### config.mk
export PLATFORM = sky130hd
export DESIGN_NAME = servo_slew_scheduler
export DESIGN_NICKNAME = d
export VERILOG_FILES = /design/src/rtl/servo_slew_scheduler.sv
export SDC_FILE = /design/constraint.sdc
export NUM_CORES = 1
export LEC_CHECK = 0
export CORE_ASPECT_RATIO = 1.75
export CORE_MARGIN = 3
export CORE_UTILIZATION = 45
export CTS_CLUSTER_DIAMETER = 60
export DETAILED_ROUTE_END_ITERATION = 8
export MAX_ROUTING_LAYER = met4
export PLACE_DENSITY = 0.67
export SETUP_SLACK_MARGIN = 0.5
export SLEW_MARGIN = 20
export SYNTH_ARGS = -nofsm -noshare
export SYNTH_HDL_FRONTEND = slang
export SYNTH_SLANG_ARGS = --single-unit
### constraint.sdc
create_clock -name i_clock -period 5.45 [get_ports i_clock]
set_input_delay 0.545 -clock i_clock [delete_from_list [all_inputs] [get_ports i_clock]]
set_output_delay 0.545 -clock i_clock [all_outputs]
set_load 0.01 [all_outputs]
### src/rtl/servo_slew_scheduler.sv
// rtl/servo_slew_scheduler.sv - frame-synchronous per-channel servo pulse-width slew scheduler
// Optional feature macro: SERVO_SLEW_EN (slew limiting; undefined = direct target copy per sweep).
module servo_slew_scheduler #(
  parameter int CHANNELS  = 12,
  parameter int WIDTH     = 16,
  parameter int PULSE_MIN = 1000,
  parameter int PULSE_MAX = 2000,
  parameter int STEP      = 10
) (
  input  logic                      i_clock,
  input  logic                      i_reset_n,
  input  logic                      i_cmd_valid,
  output logic                      o_cmd_ready,
  input  logic [7:0]                i_cmd_index,
  input  logic [WIDTH-1:0]          i_cmd_pulse,
  input  logic                      i_frame,
  output logic [CHANNELS*WIDTH-1:0] o_pulse,
  output logic                      o_busy,
  output logic                      o_err,
  output logic                      o_overrun
);

  typedef enum logic {IDLE, SWEEP} state_e;

  localparam logic [WIDTH-1:0] P_MIN   = WIDTH'(PULSE_MIN);
  localparam logic [WIDTH-1:0] P_MAX   = WIDTH'(PULSE_MAX);
  localparam logic [WIDTH-1:0] CENTER  = WIDTH'((PULSE_MIN + PULSE_MAX) / 2);
  localparam logic [7:0]       LAST_CH = 8'(CHANNELS - 1);

  state_e           state_q, state_d;
  logic [7:0]       ch_q, ch_d;
  logic [WIDTH-1:0] tgt_q [CHANNELS];
  logic [WIDTH-1:0] tgt_d [CHANNELS];
  logic [WIDTH-1:0] cur_q [CHANNELS];
  logic [WIDTH-1:0] cur_d [CHANNELS];
  logic             err_q, err_d;
  logic             ovr_q, ovr_d;

  logic             accept;
  logic             idx_ok;
  logic [WIDTH-1:0] clamped;
  logic [WIDTH-1:0] sel_tgt;
  logic [WIDTH-1:0] sel_cur;
  logic [WIDTH-1:0] next_cur;

  assign o_cmd_ready = (state_q == IDLE);
  assign o_busy      = (state_q == SWEEP);
  assign o_err       = err_q;
  assign o_overrun   = ovr_q;
  assign accept      = i_cmd_valid && o_cmd_ready;
  assign idx_ok      = ({1'b0, i_cmd_index} < 9'(CHANNELS));

  for (genvar g = 0; g < CHANNELS; g++) begin : g_out
    assign o_pulse[g*WIDTH +: WIDTH] = cur_q[g];
  end

  always_comb begin
    clamped = i_cmd_pulse;
    if (i_cmd_pulse < P_MIN) clamped = P_MIN;
    else if (i_cmd_pulse > P_MAX) clamped = P_MAX;
  end

  // Single shared datapath: mux out the channel under the sweep pointer.
  always_comb begin
    sel_tgt = '0;
    sel_cur = '0;
    for (int k = 0; k < CHANNELS; k++) begin
      if (ch_q == 8'(k)) begin
        sel_tgt = tgt_q[k];
        sel_cur = cur_q[k];
      end
    end
  end

`ifdef SERVO_SLEW_EN
  localparam logic signed [WIDTH:0] STEP_S = (WIDTH+1)'(STEP);
  localparam logic [WIDTH-1:0]      P_STEP = WIDTH'(STEP);
  logic signed [WIDTH:0] diff;

  always_comb begin
    diff     = $signed({1'b0, sel_tgt}) - $signed({1'b0, sel_cur});
    next_cur = sel_tgt;
    if (diff > STEP_S) next_cur = sel_cur + P_STEP;
    else if (diff < -STEP_S) next_cur = sel_cur - P_STEP;
  end
`else
  assign next_cur = sel_tgt;
`endif

  always_comb begin
    state_d = state_q;
    ch_d    = ch_q;
    tgt_d   = tgt_q;
    cur_d   = cur_q;
    err_d   = 1'b0;
    ovr_d   = 1'b0;
    case (state_q)
      IDLE: begin
        // The write lands before the sweep starts, so a same-cycle command joins this sweep.
        if (accept) begin
          if (idx_ok) begin
            for (int k = 0; k < CHANNELS; k++) begin
              if (i_cmd_index == 8'(k)) tgt_d[k] = clamped;
            end
          end else begin
            err_d = 1'b1;
          end
        end
        if (i_frame) begin
          state_d = SWEEP;
          ch_d    = 8'd0;
        end
      end
      SWEEP: begin
        for (int k = 0; k < CHANNELS; k++) begin
          if (ch_q == 8'(k)) cur_d[k] = next_cur;
        end
        ovr_d = i_frame;
        if (ch_q == LAST_CH) begin
          state_d = IDLE;
          ch_d    = 8'd0;
        end else begin
          ch_d = ch_q + 8'd1;
        end
      end
      default: state_d = IDLE;
    endcase
  end

  always_ff @(posedge i_clock or negedge i_reset_n) begin
    if (!i_reset_n) begin
      state_q <= IDLE;
      ch_q    <= 8'd0;
      err_q   <= 1'b0;
      ovr_q   <= 1'b0;
      for (int k = 0; k < CHANNELS; k++) begin
        tgt_q[k] <= CENTER;
        cur_q[k] <= CENTER;
      end
    end else begin
      state_q <= state_d;
      ch_q    <= ch_d;
      err_q   <= err_d;
      ovr_q   <= ovr_d;
      tgt_q   <= tgt_d;
      cur_q   <= cur_d;
    end
  end

endmodule

==> images/power_grid.png <==
Scale bar: 50 µm. Pins as bars on the die edge.
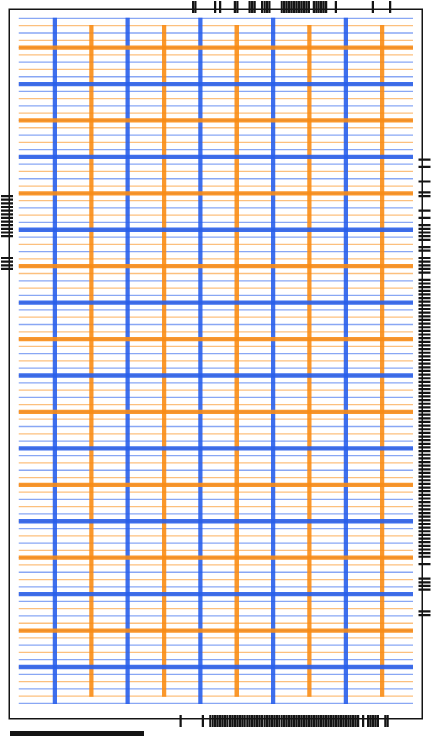
| colour | net |
|---|---|
| blue | VSS |
| orange | VDD |
rows: 94
signal pins: 224
met5 straps: 18
met4 straps: 10
met1 rails: 95

==> images/placement_by_type.png <==
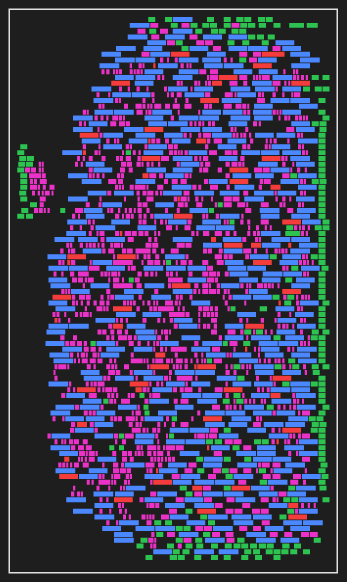
| colour | class | cells | share of their area |
|---|---|---|---|
| red | clock drivers and dummy loads | 66 | 5.8% |
| green | other buffers and delay cells | 245 | 12% |
| blue | flops | 395 | 50% |
| magenta | combinational and other logic | 1,105 | 33% |

## cells by family (layout without fill, tap and decap cells)
family	count (synthesis)	count (layout)	share of synthesized area [%]
xor gates and xnor gates	1	1	0.0511
DFF	395	395	58.9
adders and majority gates	4	4	0.292
buffers and inverters	126	330	3.19
muxes	109	109	7.13
and+or+nand+nor	538	538	14.4
AOI/OAI and AO/OA	434	434	16.1
## where the power goes
part	internal (W)	switching, W	total (W)
Combinational	0.00227	0.00373	0.00599
Clock	0.00144	0.00112	0.00256
Sequential	0.00366	0.000392	0.00406
Total	0.00738	0.00524	0.0126
## synth_stat cells (12+ instances only)
| cell type | count | area [µm²] |
|---|---|---|
| nand3_1 | 24 | 120 |
| dfrtp_1 | 227 | 5680 |
| o21ai_1 | 17 | 85.1 |
| buf_2 | 20 | 100 |
| a221o_1 | 12 | 120 |
| o21ai_0 | 217 | 1090 |
| and2_1 | 62 | 388 |
| mux2_2 | 105 | 1180 |
| o211ai_1 | 16 | 120 |
| inv_1 | 18 | 67.6 |
| a21oi_1 | 60 | 300 |
| nand2_1 | 280 | 1050 |
| dfstp_2 | 168 | 4410 |
| nor3_1 | 21 | 105 |
| nor2b_1 | 12 | 75.1 |
| nor2_1 | 86 | 323 |
| clkbuf_1 | 75 | 282 |
## sequential cells by signal (all words and copies together), names as in the netlist
signal / cells
ch_q: 8
o_busy: 1
o_err: 1
o_overrun: 1
o_pulse: 192
tgt_q: 192
## cell type report
| cell class | instances | area (µm²) | area share, % |
|---|---|---|---|
| sequential | 395 | 10100 | 48.2 |
| multi-input combinational | 1086 | 6550 | 31.3 |
| timing repair buffer | 245 | 2430 | 11.6 |
| clock buffer | 57 | 1100 | 5.26 |
| tap | 480 | 601 | 2.87 |
| clock inverter | 9 | 82.6 | 0.395 |
| inverter | 19 | 71.3 | 0.341 |
## placed cells by master (no fill, tap or decap), types with 7 or more instances in the layout
cell             count
nor2b_1             11
o32ai_1             10
o21ai_0            217
o21ai_1             17
nand3_1             24
dfrtp_1            227
o22ai_1             11
clkdlybuf4s50_1    222
a221o_1             12
clkbuf_8            10
buf_4               20
a31oi_1              7
nand2_1            280
a21oi_1             60
mux2_2             105
o221ai_1            11
dfstp_2            168
nor2_1              83
clkbuf_16           37
clkbuf_1            10
nor3_1              20
inv_1               18
o211ai_1            16
nor4_1               7
and2_1              62
## per-stage QoR
stage,setup WS [ps],hold WS (ps),utilization (%)
after floorplan,3100,249,-
after global placement,1930,455,52.4
after detailed placement,1810,453,52.4
after CTS,1790,34.3,55.6
after global routing,1570,44.2,55.6
final,1730,-9.46,55.6
## worst max-delay path, cell delays in order (launching register included)
cell and delay [ps]:
dfrtp_1 440, inv_1 110, ha_1 740, clkinv_1 560, nor2_8 410, nand3_1 740, mux2_2 560
## layer usage
metal  share of wire [%]  up-vias  wire length [µm]
met1                  38     6709             20500
met2                  52      535             28200
met4                 4.7        0              2560
li1                    -     5992                 -
met3                 5.2      136              2840
met5                   0        -                 0
==> results.cfg <==
; synthesis and place-and-route metrics
[run_status]
status = finished, violations left
failed_checks = negative hold slack

[clocking]
insertion_delay_ps = 540
cts.repair.resized = 0
cts-buffers-inserted = 36
cts_hold_buf = 0
path_clk_slew_ps = 70
cts_tree = yes
clkSinkCount = 395

[synthesis]
yosysUniqueCellTypes = 74
synth_flops = 395
edf_count = 0
fp_nets = 1639
yosysCellCount = 1607
synthCells = 1607
synth.avg_cell_area_um2 = 10.7
flop_cell = dfrtp_1
yosys_warnings = 0
syn-cell-area_um2 = 17200

[setup_path]
startpoint = ch_q[0]$_DFFE_PN0P_
cp_max_fo = 22
start_kind = flip-flop
required_ps = 5860
reg2reg_setup_slack_ps = 1730
r2r_start = ch_q[0]$_DFFE_PN0P_
crit_path_end_kind = flip-flop
r2r_end = o_pulse[173]$_DFFE_PN0P_
worstSetupPathType = flip-flop to flip-flop

[cells_and_area]
fin_area_um2 = 20900
layout-area-overhead-vs-synth_pct = 22.0
fin_cells = 2291
drive_above_1_share_pct = 21.4
nFillCells = 3274
fin_nets = 1815

[floorplanning]
rows = 94
chipArea_um2 = 40600
die_h_um = 264
fp.dieW_um = 154
core_um2 = 37600
ios = 224

[timing]
worst_hold_slack_ps = -9.46
min_period_ps = 3720
finalClockSkew_ps = 13.3
finalClockPeriodUsage_pct = 68.2
tightest_slew_ps = 1140
fmax_mhz = 269
hold_viol = 1

[placed_design]
port_buffers = 223
place_area_um2 = 19700

[pwr]
p_per_area_nw_per_um2 = 603
p_total_w = 0.0126

[routing]
drt_iter0_markers = 1081
via_per_inst = 5.84
vias = 13400
drt_wl_total_um = 54100
drt_first_pass_iters = 5
avgRoutedWirePerCell_um = 23.6

[grt]
grt-ovfl-total = 0
grt_max_degree = 180
antenna_found_initial = 0
grt_pass1_vias = 13200

[run]
cap_violations = 0
warnings = 33

[min_path]
holdCritPathClass = input pin to asynchronous set/reset pin
Power is estimated from default activity; no workload was simulated.
